**The metal 1 layer**

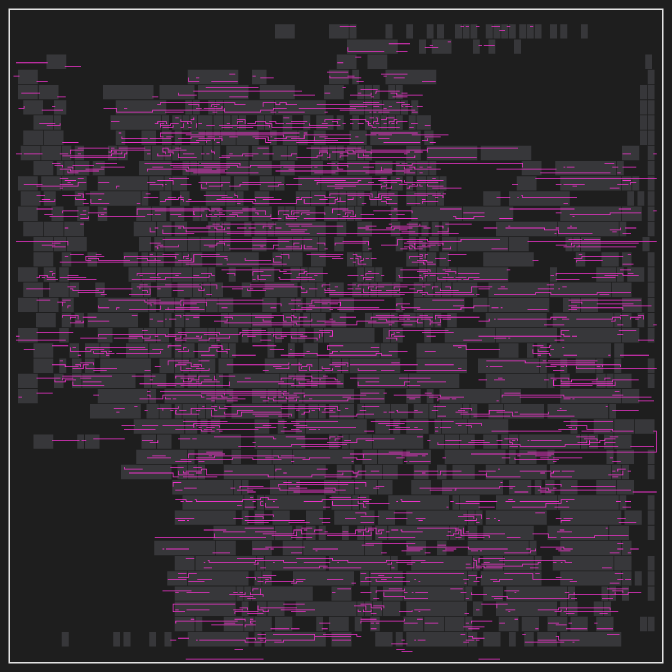
**Signal wires on met2**

Scale bar: 20 um.
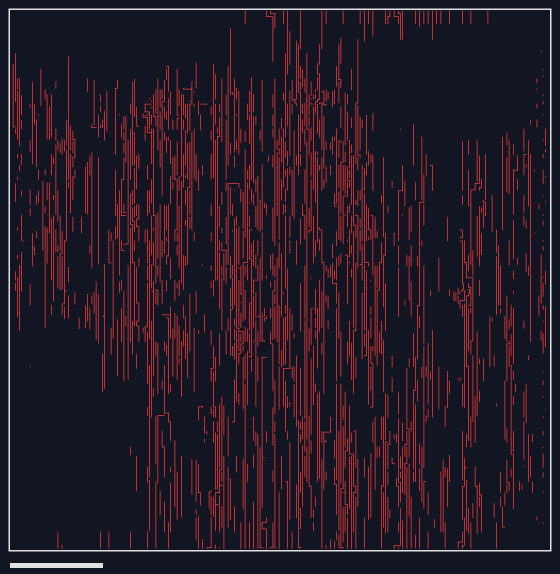
**Met3 routing**

Scale bar: 20 um.
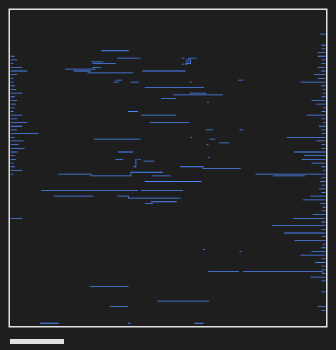
**The clock network**

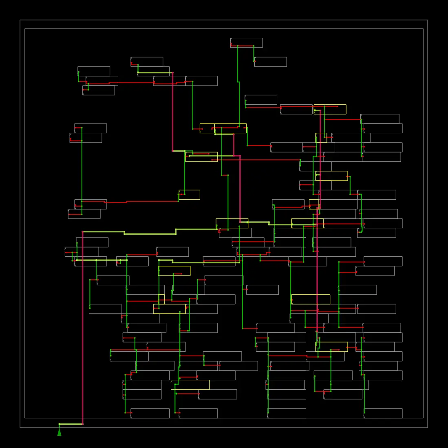
[src/rtl/subsurf_pkg.sv]
// Shared constants, the mesh_reader state encoding and a word-count clamp helper.
package subsurf_pkg;

  localparam int RAM_ADDR_W = 9;
  localparam int RAM_DATA_W = 32;
  localparam int MAX_WORDS  = 512;
  localparam int CNT_W      = 10;

  typedef enum logic [1:0] {
    ST_IDLE  = 2'd0,
    ST_READ  = 2'd1,
    ST_DRAIN = 2'd2
  } mr_state_e;

  function automatic logic [CNT_W-1:0] clamp_count(input logic [31:0] wc);
    if (wc > 32'(MAX_WORDS)) return CNT_W'(MAX_WORDS);
    else                     return wc[CNT_W-1:0];
  endfunction

endpackage

[src/rtl/mesh_reader_fifo.sv]
// Two-entry FIFO; a push and pop on the same edge keep occupancy and ordering intact.
module mesh_reader_fifo #(
  parameter int DATA_W = 32
) (
  input  logic              clk,
  input  logic              rst,
  input  logic              push_i,
  input  logic [DATA_W-1:0] push_data_i,
  input  logic              pop_i,
  output logic [DATA_W-1:0] head_o,
  output logic              full_o,
  output logic              empty_o,
  output logic [1:0]        count_o
);

  logic [DATA_W-1:0] mem_q [2];
  logic              wr_ptr_q, wr_ptr_d;
  logic              rd_ptr_q, rd_ptr_d;
  logic [1:0]        cnt_q, cnt_d;
  logic              push_ok, pop_ok;

  assign full_o  = (cnt_q == 2'd2);
  assign empty_o = (cnt_q == 2'd0);
  assign count_o = cnt_q;
  assign head_o  = mem_q[rd_ptr_q];

  assign push_ok = push_i && !full_o;
  assign pop_ok  = pop_i && !empty_o;

  always_comb begin
    wr_ptr_d = wr_ptr_q ^ push_ok;
    rd_ptr_d = rd_ptr_q ^ pop_ok;
    cnt_d    = cnt_q + {1'b0, push_ok} - {1'b0, pop_ok};
  end

  always_ff @(posedge clk or posedge rst) begin
    if (rst) begin
      wr_ptr_q <= 1'b0;
      rd_ptr_q <= 1'b0;
      cnt_q    <= 2'd0;
    end else begin
      wr_ptr_q <= wr_ptr_d;
      rd_ptr_q <= rd_ptr_d;
      cnt_q    <= cnt_d;
    end
  end

  // Storage carries no reset; emptiness is tracked by the pointers and count alone.
  always_ff @(posedge clk) begin
    if (push_ok) mem_q[wr_ptr_q] <= push_data_i;
  end

endmodule

[src/rtl/mesh_reader.sv]
// Streams min(word_count,512) words from the result RAM through a 2-entry FIFO.
// Optional running checksum enabled by defining MESH_READER_CHECKSUM_EN.
module mesh_reader
  import subsurf_pkg::*;
(
  input  logic                  clk,
  input  logic                  rst,
  input  logic                  start,
  input  logic [31:0]           word_count,
  input  logic [RAM_DATA_W-1:0] RAM_RES_Do,
  output logic                  RAM_RES_EN,
  output logic [RAM_ADDR_W-1:0] RAM_RES_A,
  output logic [3:0]            RAM_RES_WE,
  output logic [RAM_DATA_W-1:0] RAM_RES_Di,
  output logic [31:0]           out_data,
  output logic                  out_valid,
  input  logic                  out_ready,
  output logic                  out_last,
  output logic                  busy,
  output logic [31:0]           checksum
);

  mr_state_e         state_q, state_d;
  logic [CNT_W-1:0]  count_q, count_d;
  logic [CNT_W-1:0]  issue_idx_q, issue_idx_d;
  logic [CNT_W-1:0]  pop_idx_q, pop_idx_d;
  logic              inflight_q;
  logic              rd_en, pop, room;
  logic [RAM_DATA_W-1:0] fifo_head;
  logic              fifo_full, fifo_empty;
  logic [1:0]        fifo_cnt;
  logic [2:0]        level;

  mesh_reader_fifo #(.DATA_W(RAM_DATA_W)) u_fifo (
    .clk         (clk),
    .rst         (rst),
    .push_i      (inflight_q),
    .push_data_i (RAM_RES_Do),
    .pop_i       (pop),
    .head_o      (fifo_head),
    .full_o      (fifo_full),
    .empty_o     (fifo_empty),
    .count_o     (fifo_cnt)
  );

  assign out_valid  = !fifo_empty;
  assign out_data   = fifo_empty ? '0 : fifo_head;
  assign pop        = out_valid && out_ready;
  assign out_last   = out_valid && (pop_idx_q == count_q - CNT_W'(1));
  assign busy       = (state_q != ST_IDLE);
  assign RAM_RES_EN = rd_en;
  assign RAM_RES_A  = issue_idx_q[RAM_ADDR_W-1:0];
  assign RAM_RES_WE = '0;
  assign RAM_RES_Di = '0;

  // Credit the word leaving this edge so a full-rate stream never bubbles.
  assign level = {1'b0, fifo_cnt} + {2'b00, inflight_q};
  assign room  = level < (3'd2 + {2'b00, pop});

  always_comb begin
    state_d     = state_q;
    count_d     = count_q;
    issue_idx_d = issue_idx_q;
    pop_idx_d   = pop ? pop_idx_q + CNT_W'(1) : pop_idx_q;
    rd_en       = 1'b0;
    case (state_q)
      ST_IDLE: begin
        if (start) begin
          count_d     = clamp_count(word_count);
          issue_idx_d = '0;
          pop_idx_d   = '0;
          state_d     = ST_READ;
        end
      end
      ST_READ: begin
        if (count_q == '0) begin
          state_d = ST_IDLE;
        end else if (room) begin
          rd_en       = 1'b1;
          issue_idx_d = issue_idx_q + CNT_W'(1);
          if (issue_idx_q == count_q - CNT_W'(1)) state_d = ST_DRAIN;
        end
      end
      ST_DRAIN: begin
        if (pop && out_last) state_d = ST_IDLE;
      end
      default: state_d = ST_IDLE;
    endcase
  end

  always_ff @(posedge clk or posedge rst) begin
    if (rst) begin
      state_q     <= ST_IDLE;
      count_q     <= '0;
      issue_idx_q <= '0;
      pop_idx_q   <= '0;
      inflight_q  <= 1'b0;
    end else begin
      state_q     <= state_d;
      count_q     <= count_d;
      issue_idx_q <= issue_idx_d;
      pop_idx_q   <= pop_idx_d;
      inflight_q  <= rd_en;
    end
  end

  a_no_overflow: assert property (@(posedge clk) disable iff (rst)
    !(inflight_q && fifo_full && !pop));

`ifdef MESH_READER_CHECKSUM_EN
  logic [31:0] chk_q, chk_d;

  always_comb begin
    chk_d = chk_q;
    if (state_q == ST_IDLE && start) chk_d = '0;
    else if (pop)                    chk_d = chk_q + out_data;
  end

  always_ff @(posedge clk or posedge rst) begin
    if (rst) chk_q <= '0;
    else     chk_q <= chk_d;
  end

  assign checksum = chk_q;
`else
  assign checksum = '0;
`endif

endmodule

[config.mk]
export PLATFORM = sky130hd
export DESIGN_NAME = mesh_reader
export DESIGN_NICKNAME = d
export VERILOG_FILES = /design/src/rtl/subsurf_pkg.sv /design/src/rtl/mesh_reader_fifo.sv /design/src/rtl/mesh_reader.sv
export SDC_FILE = /design/constraint.sdc
export NUM_CORES = 1
export LEC_CHECK = 0
export ABC_AREA = 1
export CORE_UTILIZATION = 42
export DETAILED_ROUTE_END_ITERATION = 8
export HOLD_SLACK_MARGIN = 0.03
export PLACE_DENSITY = 0.74
export SETUP_SLACK_MARGIN = 0.2
export SLEW_MARGIN = 5
export SYNTH_ARGS = -nofsm -noshare
export SYNTH_HDL_FRONTEND = slang
export SYNTH_SLANG_ARGS = --single-unit
[constraint.sdc]
create_clock -name clk -period 2.3 [get_ports clk]
set_input_delay 0.46 -clock clk [delete_from_list [all_inputs] [get_ports clk]]
set_output_delay 0.46 -clock clk [all_outputs]
set_load 0.01 [all_outputs]
==> summary.txt <==
fresh numbers from the pnr run: status=complete, but fails checks, violated checks=setup timing, Synth Seq Share=51.5%, power per cell area=929 nW/um^2, WS Path Type=flip-flop to primary output, core footprint=12700 sq um, CTS Root Buffer Type=clkbuf_16, antenna violations before repair=0, Max Fclk=395 MHz, Die Y=117 um, R2R cell count=19, Total Power=7.27 mW, Critical Path End Type=primary output, # port buffers=112, Final GP Congestion=0.881, CP Launch Type=flip-flop, DRT iter0 DRCs=276, Yosys chip area=5530 sq um, Largest cells by area=edfxtp_1 (35%), dfrtp_1 (17%), buf_4 (10%), Die X=117 um, Fillers=1058, CTS tree=done, setup ws final=-0.232 ns, most common cell in the netlist=nand2_1, critical path required time=1.84 ns, Commonest flop=edfxtp_1, Avg Synthesized Cell Area=8.80 sq um, share of cells above drive strength 1=21.5%, Reg-to-Reg Start=count_q[1], via/cell ratio=4.83, Post-synth top cells=nand2_1 (151), buf_4 (77), edfxtp_1 (64), Area growth syn-to-layout=41.5%, DRC errors left=0, final setup fails=4, CP max FO=5, ys cells=628, WL/cell=14.4 um, Dominant cell area share=34.8%, final non-filler cell total=1004, max-cap viol count=0, post-route design area=7820 sq um, worst path arrival time=2.07 ns, Leak=3.47 nW, all-layer global routing usage=21.3%, max-slew violation count=0, CP max-delay cell=dfrtp_2, DR top layer=met4, HPWL after DPL=10.3 mm, DRT met1 WL=5.76 mm, setup slack, reg-to-reg=-0.04 ns, synth warn=0, Yosys top cell by area=edfxtp_1, CTS max path bufs=2, Worst-path clk slew=0.08 ns, Placed Cells=966, first drt pass iteration count=6, DR WL met2=7.51 mm, ANT nets after route=0, clk_skew=0.0134 ns, Distinct cells, synth=31
## Picture notes: 'the metal 1 layer'
wire length on this layer = 5760 um
nets with wire on the layer = 779

## Picture notes: 'signal wires on met2'
wire length on this layer = 7510 um
nets with wire on the layer = 752
grt met2 use: 39.4%
Routed Wire Length: 14.5 mm
via count: 4849

## Picture notes: 'met3 routing'
longest straight run = 35.4 um
wire length on this layer = 863 um

## Picture notes: 'the clock network'
clock latency on the worst-skew pair: 0.35 ns
clock network power: 1.70 mW
Inserted Clock Buffers: 9
clk sinks: 101
FF+latch count: 101

==> cells in the final DEF, fill, tap and decap left out, types with 5 or more instances in the layout <==
cell type        count
nand3_1             46
nor2_2               5
buf_6               13
buf_4               84
clkdlybuf4s50_1     78
nor3_1               9
o21ai_1              6
inv_1               46
xor2_1               5
a21oi_1             42
nor2_4               6
nand3_2              9
edfxtp_1            64
inv_2                6
nand2_2             15
dfrtp_1             36
nor2_1              37
clkbuf_16            9
conb_1              68
nor4_1               9
nand2_1            137
o21ai_0             22
nand4_1              5
ha_1                 8
dlygate4sd2_1       28
==> final cells by class <==
class                      count  area (sq um)  area share, %
sequential                   101          2850           36.4
multi-input combinational    449          2320           29.7
timing repair buffer         212          1900           24.3
clock buffer                   9           225           2.88
tap                          172           215           2.75
inverter                      54           206           2.64
clock inverter                 7           109           1.39
==> logic make-up after synthesis <==
group,Yosys count,share of synthesized area (%)
flops,101,51.5
compound gates,75,7.18
xor+xnor,8,1.27
simple gates,288,22.5
buf+inv,145,15.2
other cells,1,0.0679
fa+ha+maj,10,2.26
==> where the power goes <==
part           internal [mW]  total [mW]  switching [mW]  leakage, nW
clock                  0.974        1.70           0.730        0.161
combinational           1.33        3.06            1.73         2.23
sequential              2.32        2.50           0.176         1.07
==> worst max-delay path by stage <==
stage	from	cells after the start	endpoint	slack, ns
6_report	count_q[2]	10	out_last	-0.23
5_1_grt	count_q[0]	10	out_last	-0.32
4_1_cts	count_q[1]	11	out_last	-0.25
3_5_place_dp	out_ready	9	RAM_RES_EN	-0.43
3_3_place_gp	out_ready	9	RAM_RES_EN	-0.40
2_1_floorplan	count_q[0]	8	out_last	0.22
==> per-stage QoR <==
stage | utilization [%] | setup slack, ns
final | 61.5 | -0.232
after global routing | 61.5 | -0.318
after CTS | 60.2 | -0.246
after detailed placement | 55.9 | -0.427
after global placement | 55.9 | -0.401
after floorplan | - | 0.221
==> layer usage <==
metal	global-route usage, %	up-vias
li1	-	2342
met2	39.4	201
met1	24.4	2278
met5	0	-
met4	9.11	0
met3	3.27	28
==> registers in the layout (all words and copies together), names as in the netlist <==
name	cells
count_q	10
u_fifo.rd_ptr_q	1
u_fifo.mem_q	64
state_q	2
inflight_q	1
issue_idx_q	10
u_fifo.count_o	2
pop_idx_q	10
u_fifo.wr_ptr_q	1
==> repair_timing <==
| action | in CTS | in global routing |
|---|---|---|
| resized | 85 | 37 |
| pin swaps | 14 | 21 |
| setup endpoints to repair | 40 | 21 |
| cloned | 0 | 1 |
| setup buffers | 14 | 7 |
| endpoints found under the hold margin | 0 | 0 |
==> critical path: cells and delay by family (launching register included) <==
family / cells / cell delay (ns)
flip-flops: 1 / 0.46
AND/OR/NAND/NOR: 9 / 1.09
buffers and inverters: 1 / 0.19
No activity file was given, so power comes from the tool's default toggle rates.
